`config.mk`:
```
export PLATFORM = sky130hd
export DESIGN_NAME = alu_seq
export DESIGN_NICKNAME = d
export VERILOG_FILES = /design/src/rtl/alu_seq.sv
export SDC_FILE = /design/constraint.sdc
export NUM_CORES = 1
export LEC_CHECK = 0
export CAP_MARGIN = 20
export CORE_MARGIN = 10
export CORE_UTILIZATION = 35
export CTS_BUF_LIST = sky130_fd_sc_hd__clkbuf_4 sky130_fd_sc_hd__clkbuf_8
export CTS_CLUSTER_DIAMETER = 200
export DETAILED_ROUTE_END_ITERATION = 10
export PLACE_DENSITY_LB_ADDON = 0.2
export REMOVE_ABC_BUFFERS = 1
export SETUP_SLACK_MARGIN = 0.1
export SLEW_MARGIN = 15
export SYNTH_ARGS = -nofsm -noshare
export SYNTH_HDL_FRONTEND = slang
export SYNTH_SLANG_ARGS = --single-unit
```
`constraint.sdc`:
```
create_clock -name clk -period 4.55 [get_ports clk]
set_input_delay 0.91 -clock clk [delete_from_list [all_inputs] [get_ports clk]]
set_output_delay 0.91 -clock clk [all_outputs]
set_load 0.005 [all_outputs]
```
`src/rtl/alu_seq.sv`:
```
// Sequential Hack-style ALU with valid/ready handshake, carry/overflow flags,
// and multi-cycle shift-add multiply and one-bit-per-cycle logical shifts.
module alu_seq #(
  parameter int WIDTH  = 16,
  parameter bit MUL_EN = 1'b1
) (
  input  logic             clk,
  input  logic             reset,
  input  logic             in_valid,
  output logic             in_ready,
  input  logic [WIDTH-1:0] x,
  input  logic [WIDTH-1:0] y,
  input  logic             zx,
  input  logic             nx,
  input  logic             zy,
  input  logic             ny,
  input  logic             f,
  input  logic             no,
  input  logic [1:0]       op,
  output logic             out_valid,
  input  logic             out_ready,
  output logic [WIDTH-1:0] out,
  output logic             zr,
  output logic             ng,
  output logic             cy,
  output logic             ov
);
  localparam int SHW = (WIDTH > 2) ? $clog2(WIDTH) : 1;
  localparam int CW  = $clog2(WIDTH + 1);

  localparam logic [1:0] S_IDLE = 2'd0;
  localparam logic [1:0] S_BUSY = 2'd1;
  localparam logic [1:0] S_DONE = 2'd2;

  localparam logic [1:0] OP_HACK = 2'b00;
  localparam logic [1:0] OP_MUL  = 2'b01;
  localparam logic [1:0] OP_SHL  = 2'b10;

  logic [1:0]       state;
  logic [1:0]       op_q;
  logic             no_q;
  logic [WIDTH-1:0] acc;
  logic [WIDTH-1:0] mcand;
  logic [WIDTH-1:0] mplier;
  logic [CW-1:0]    cnt;

  logic [WIDTH-1:0] x1, x2, y1, y2, sum, hack_r, acc_step, fin_raw, fin;
  logic             carry, hack_cy, hack_ov, fin_no, fin_cy, fin_ov;
  logic [1:0]       op_eff;
  logic [SHW-1:0]   amt;

  assign in_ready = (state == S_IDLE);

  // NOTE: every signal written here gets a value on every path, so no latch is inferred.
  always_comb begin
    x1 = zx ? '0 : x;
    x2 = nx ? ~x1 : x1;
    y1 = zy ? '0 : y;
    y2 = ny ? ~y1 : y1;
    {carry, sum} = {1'b0, x2} + {1'b0, y2};
    hack_r  = f ? sum : (x2 & y2);
    hack_cy = f & carry;
    hack_ov = f & (x2[WIDTH-1] == y2[WIDTH-1]) & (sum[WIDTH-1] != x2[WIDTH-1]);
    op_eff  = (op == OP_MUL && !MUL_EN) ? OP_HACK : op;
    amt     = y2[SHW-1:0];

    if (op_q == OP_MUL)      acc_step = mplier[0] ? acc + mcand : acc;
    else if (op_q == OP_SHL) acc_step = acc << 1;
    else                     acc_step = acc >> 1;

    // In IDLE the result comes straight from the inputs (HACK or zero shift).
    if (state == S_IDLE) begin
      fin_raw = (op_eff == OP_HACK) ? hack_r : x2;
      fin_no  = no;
      fin_cy  = (op_eff == OP_HACK) & hack_cy;
      fin_ov  = (op_eff == OP_HACK) & hack_ov;
    end else begin
      fin_raw = acc_step;
      fin_no  = no_q;
      fin_cy  = 1'b0;
      fin_ov  = 1'b0;
    end
    fin = fin_no ? ~fin_raw : fin_raw;
  end

  // NOTE: sequential state uses non-blocking assignments so every flop samples pre-edge values.
  always_ff @(posedge clk) begin
    if (reset) begin
      state     <= S_IDLE;
      op_q      <= OP_HACK;
      no_q      <= 1'b0;
      acc       <= '0;
      mcand     <= '0;
      mplier    <= '0;
      cnt       <= '0;
      out       <= '0;
      zr        <= 1'b0;
      ng        <= 1'b0;
      cy        <= 1'b0;
      ov        <= 1'b0;
      out_valid <= 1'b0;
    end else begin
      case (state)
        S_IDLE: begin
          if (in_valid) begin
            op_q   <= op_eff;
            no_q   <= no;
            mcand  <= x2;
            mplier <= y2;
            if (op_eff == OP_HACK || (op_eff != OP_MUL && amt == '0)) begin
              state     <= S_DONE;
              out_valid <= 1'b1;
              out       <= fin;
              zr        <= (fin == '0);
              ng        <= fin[WIDTH-1];
              cy        <= fin_cy;
              ov        <= fin_ov;
            end else if (op_eff == OP_MUL) begin
              state <= S_BUSY;
              acc   <= '0;
              cnt   <= CW'(WIDTH);
            end else begin
              state <= S_BUSY;
              acc   <= x2;
              cnt   <= CW'(amt);
            end
          end
        end
        S_BUSY: begin
          acc    <= acc_step;
          mcand  <= mcand << 1;
          mplier <= mplier >> 1;
          cnt    <= cnt - CW'(1);
          if (cnt == CW'(1)) begin
            state     <= S_DONE;
            out_valid <= 1'b1;
            out       <= fin;
            zr        <= (fin == '0);
            ng        <= fin[WIDTH-1];
            cy        <= fin_cy;
            ov        <= fin_ov;
          end
        end
        S_DONE: begin
          if (out_ready) begin
            state     <= S_IDLE;
            out_valid <= 1'b0;
          end
        end
        default: state <= S_IDLE;
      endcase
    end
  end
endmodule
```
Run 1, M3 wires:
Drawn at 1.5 px/um. Cells faint in the background.
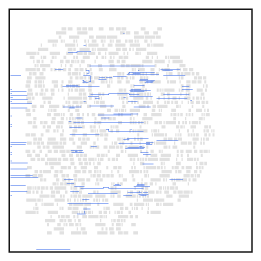
nets with wire on the layer: 96
wire length on this layer: 1090 um
main direction: horizontal
share of all routed wire: 4.7%

Run 1, floorplan with the power grid:
Drawn at 2 px/um. Pins as bars on the die edge. Tap cells in gray.
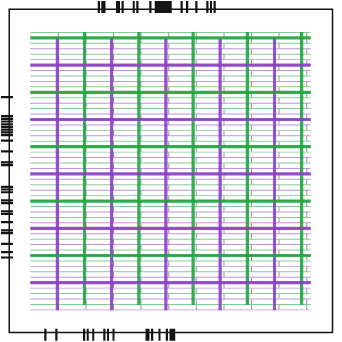
legend:
  VDD:
    color: green
  VSS:
    color: purple
tap cells: 265
signal pins: 66
rows: 51
Die X: 160.8 um
die height: 160.8 um
VDD IR max: 0.0001732 V

==> impl_metrics.yaml, run 1 <==
# yosys + openroad results
status:
  outcome: "finished clean"
logic_synthesis:
  yosysTopAreaCellShare_pct: 22.50
  synthXorXnorAreaFrac_pct: 10.35
  yosysTopAreaCell: "dfxtp_1"
  ys_async_sr_fraction_pct: 0
  compound_area_share_pct: 32.25
  ys.warnings.count: 0
layout:
  final_cell_mix: "a21oi_1 (101), o21ai_0 (82), dfxtp_1 (78), nand2_1 (72), nor2_1 (71)"
  n_clock_buffer: 11
  comb_area_share_pct: 59.38
  area_growth_pct: 20.37
die:
  ioPinCount: 66
  num_rows: 51
  core_area_mm2: 0.01946
  chipArea_mm2: 0.02586
global_routing:
  antenna_found_initial: 0
  grt_pass1_vias: 6696
  top_usage_layer: "met2"
sta:
  tightestPinTransition_ps: 1102
  rsz0062_at_grt: "no"
power:
  internal-power_w: 0.001564
  switchingPower_w: 0.001108
  swShare_pct: 41.46
  power.share.combinational_pct: 48.7
  p_clk_share_pct: 19.3
  comb-power_w: 0.00130
critical_path:
  cpMostUsedCell: "ha_1"
  required_ps: 4860
  endpoint: "zr"
  max_stage_delay_ps: 580
clocking:
  cts_sinks: 78
  cts.repair.resized: 0
placed_design:
  port_buffers: 65
drt:
  via_per_inst: 5.553
Run 1, M2 wires:
Drawn at 1.5 px/um.
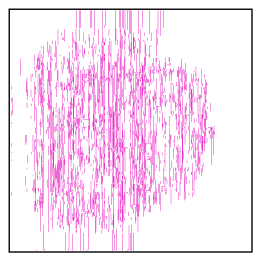
main direction: vertical
longest straight run: 62.2 um
share of all routed wire: 46%

==> run 1 -> run 2 <==
--- a/config.mk
+++ b/config.mk
@@ -12,2 +12,3 @@
 export CTS_CLUSTER_DIAMETER = 200
+export CTS_CLUSTER_SIZE = 14
 export DETAILED_ROUTE_END_ITERATION = 10
--- a/constraint.sdc
+++ b/constraint.sdc
@@ -3,2 +3,2 @@
 set_output_delay 0.91 -clock clk [all_outputs]
-set_load 0.005 [all_outputs]
+set_load 0.02 [all_outputs]
Run 2, M3 wires:
Drawn at 1.5 px/um. Cells faint in the background.
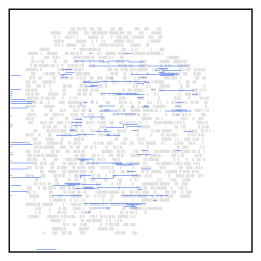
share of all routed wire: 4.8%
wire length on this layer: 1110 um
nets with wire on the layer: 100
longest straight run: 41.4 um

Run 2, floorplan with the power grid:
Drawn at 2 px/um. Pins as bars on the die edge. Tap cells in gray.
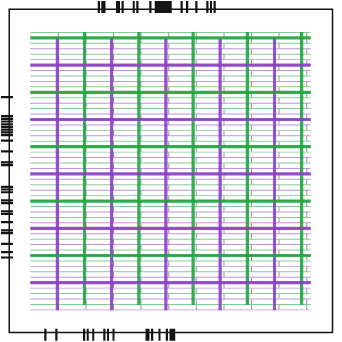
legend:
  VSS:
    color: purple
  VDD:
    color: green
signal pins: 66
tap cells: 265
rows: 51
met4 straps: 10
VDD IR max: 0.0001443 V
Core Region: 0.01946 mm2

==> run 2 against run 1 <==
Power grew 2.6%. Highest routed layer unchanged. Sequential share of layout area shrank 0.095 points. Critical endpoint unchanged. Clock-buffer cell count shrank 1. Largest cell class unchanged. Clock power grew 7.8%. Combinational power is essentially flat.
==> impl_metrics.yaml, run 2 <==
# yosys + openroad results
logic_synthesis:
  compound_area_share_pct: 32.25
  yosysTopAreaCellShare_pct: 22.50
  ys_ff: 78
  ys.warnings.count: 0
  yosysTopAreaCell: "dfxtp_1"
  ys_async_sr_fraction_pct: 0
  synthXorXnorAreaFrac_pct: 10.35
global_routing:
  grt_max_degree: 47
  grt_pass1_vias: 6729
  antenna_found_initial: 0
  grt_pass1_wl_mm: 37.05
  top_usage_layer: "met2"
  grt.met2_usage_pct: 27.24
  grt_use_met1_pct: 24.10
layout:
  multiInputGateArea_mm2: 0.004952
  area_growth_pct: 20.98
  final_cell_mix: "a21oi_1 (101), o21ai_0 (82), dfxtp_1 (78), nand2_1 (72), nor2_1 (71)"
  n_clock_buffer: 10
  seq_share_pct: 18.60
  comb_area_share_pct: 58.98
  post-route-util_pct: 43.14
die:
  chipWidth_um: 160.8
  chipArea_mm2: 0.02586
  ioPinCount: 66
  die_h_um: 160.8
  num_rows: 51
status:
  outcome: "finished clean"
critical_path:
  max_stage_delay_ps: 570
  r2r_end: "zr"
  required_ps: 4860
  endpoint: "zr"
drt:
  via_per_inst: 5.543
sta:
  max_clock_freq_mhz: 242.6
  fin_crit_sh_pct: 90.59
  tightestPinTransition_ps: 1121
  rsz0062_at_grt: "no"
power:
  switchingPower_w: 0.001129
  p_clk_share_pct: 20.3
  swShare_pct: 41.22
  comb-power_w: 0.00133
  internal-power_w: 0.001610
  power.share.combinational_pct: 48.7
placed_design:
  port_buffers: 65
clocking:
  ctsHoldBuffers: 0
  cts.repair.resized: 0
Run 2, metal layers overlaid:
Drawn at 2 px/um.
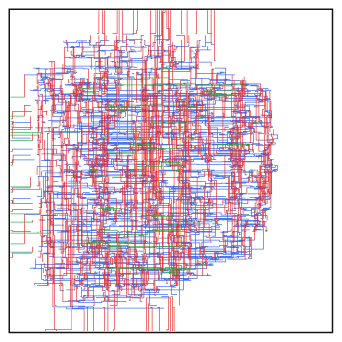
legend:
  M4:
    color: orange
    wire_length: 456 um
  M3:
    color: green
    wire_length: 1110 um
  M2:
    color: red
    wire_length: 10400 um
  M1:
    color: blue
    wire_length: 11300 um

Power is estimated from default activity; no workload was simulated.
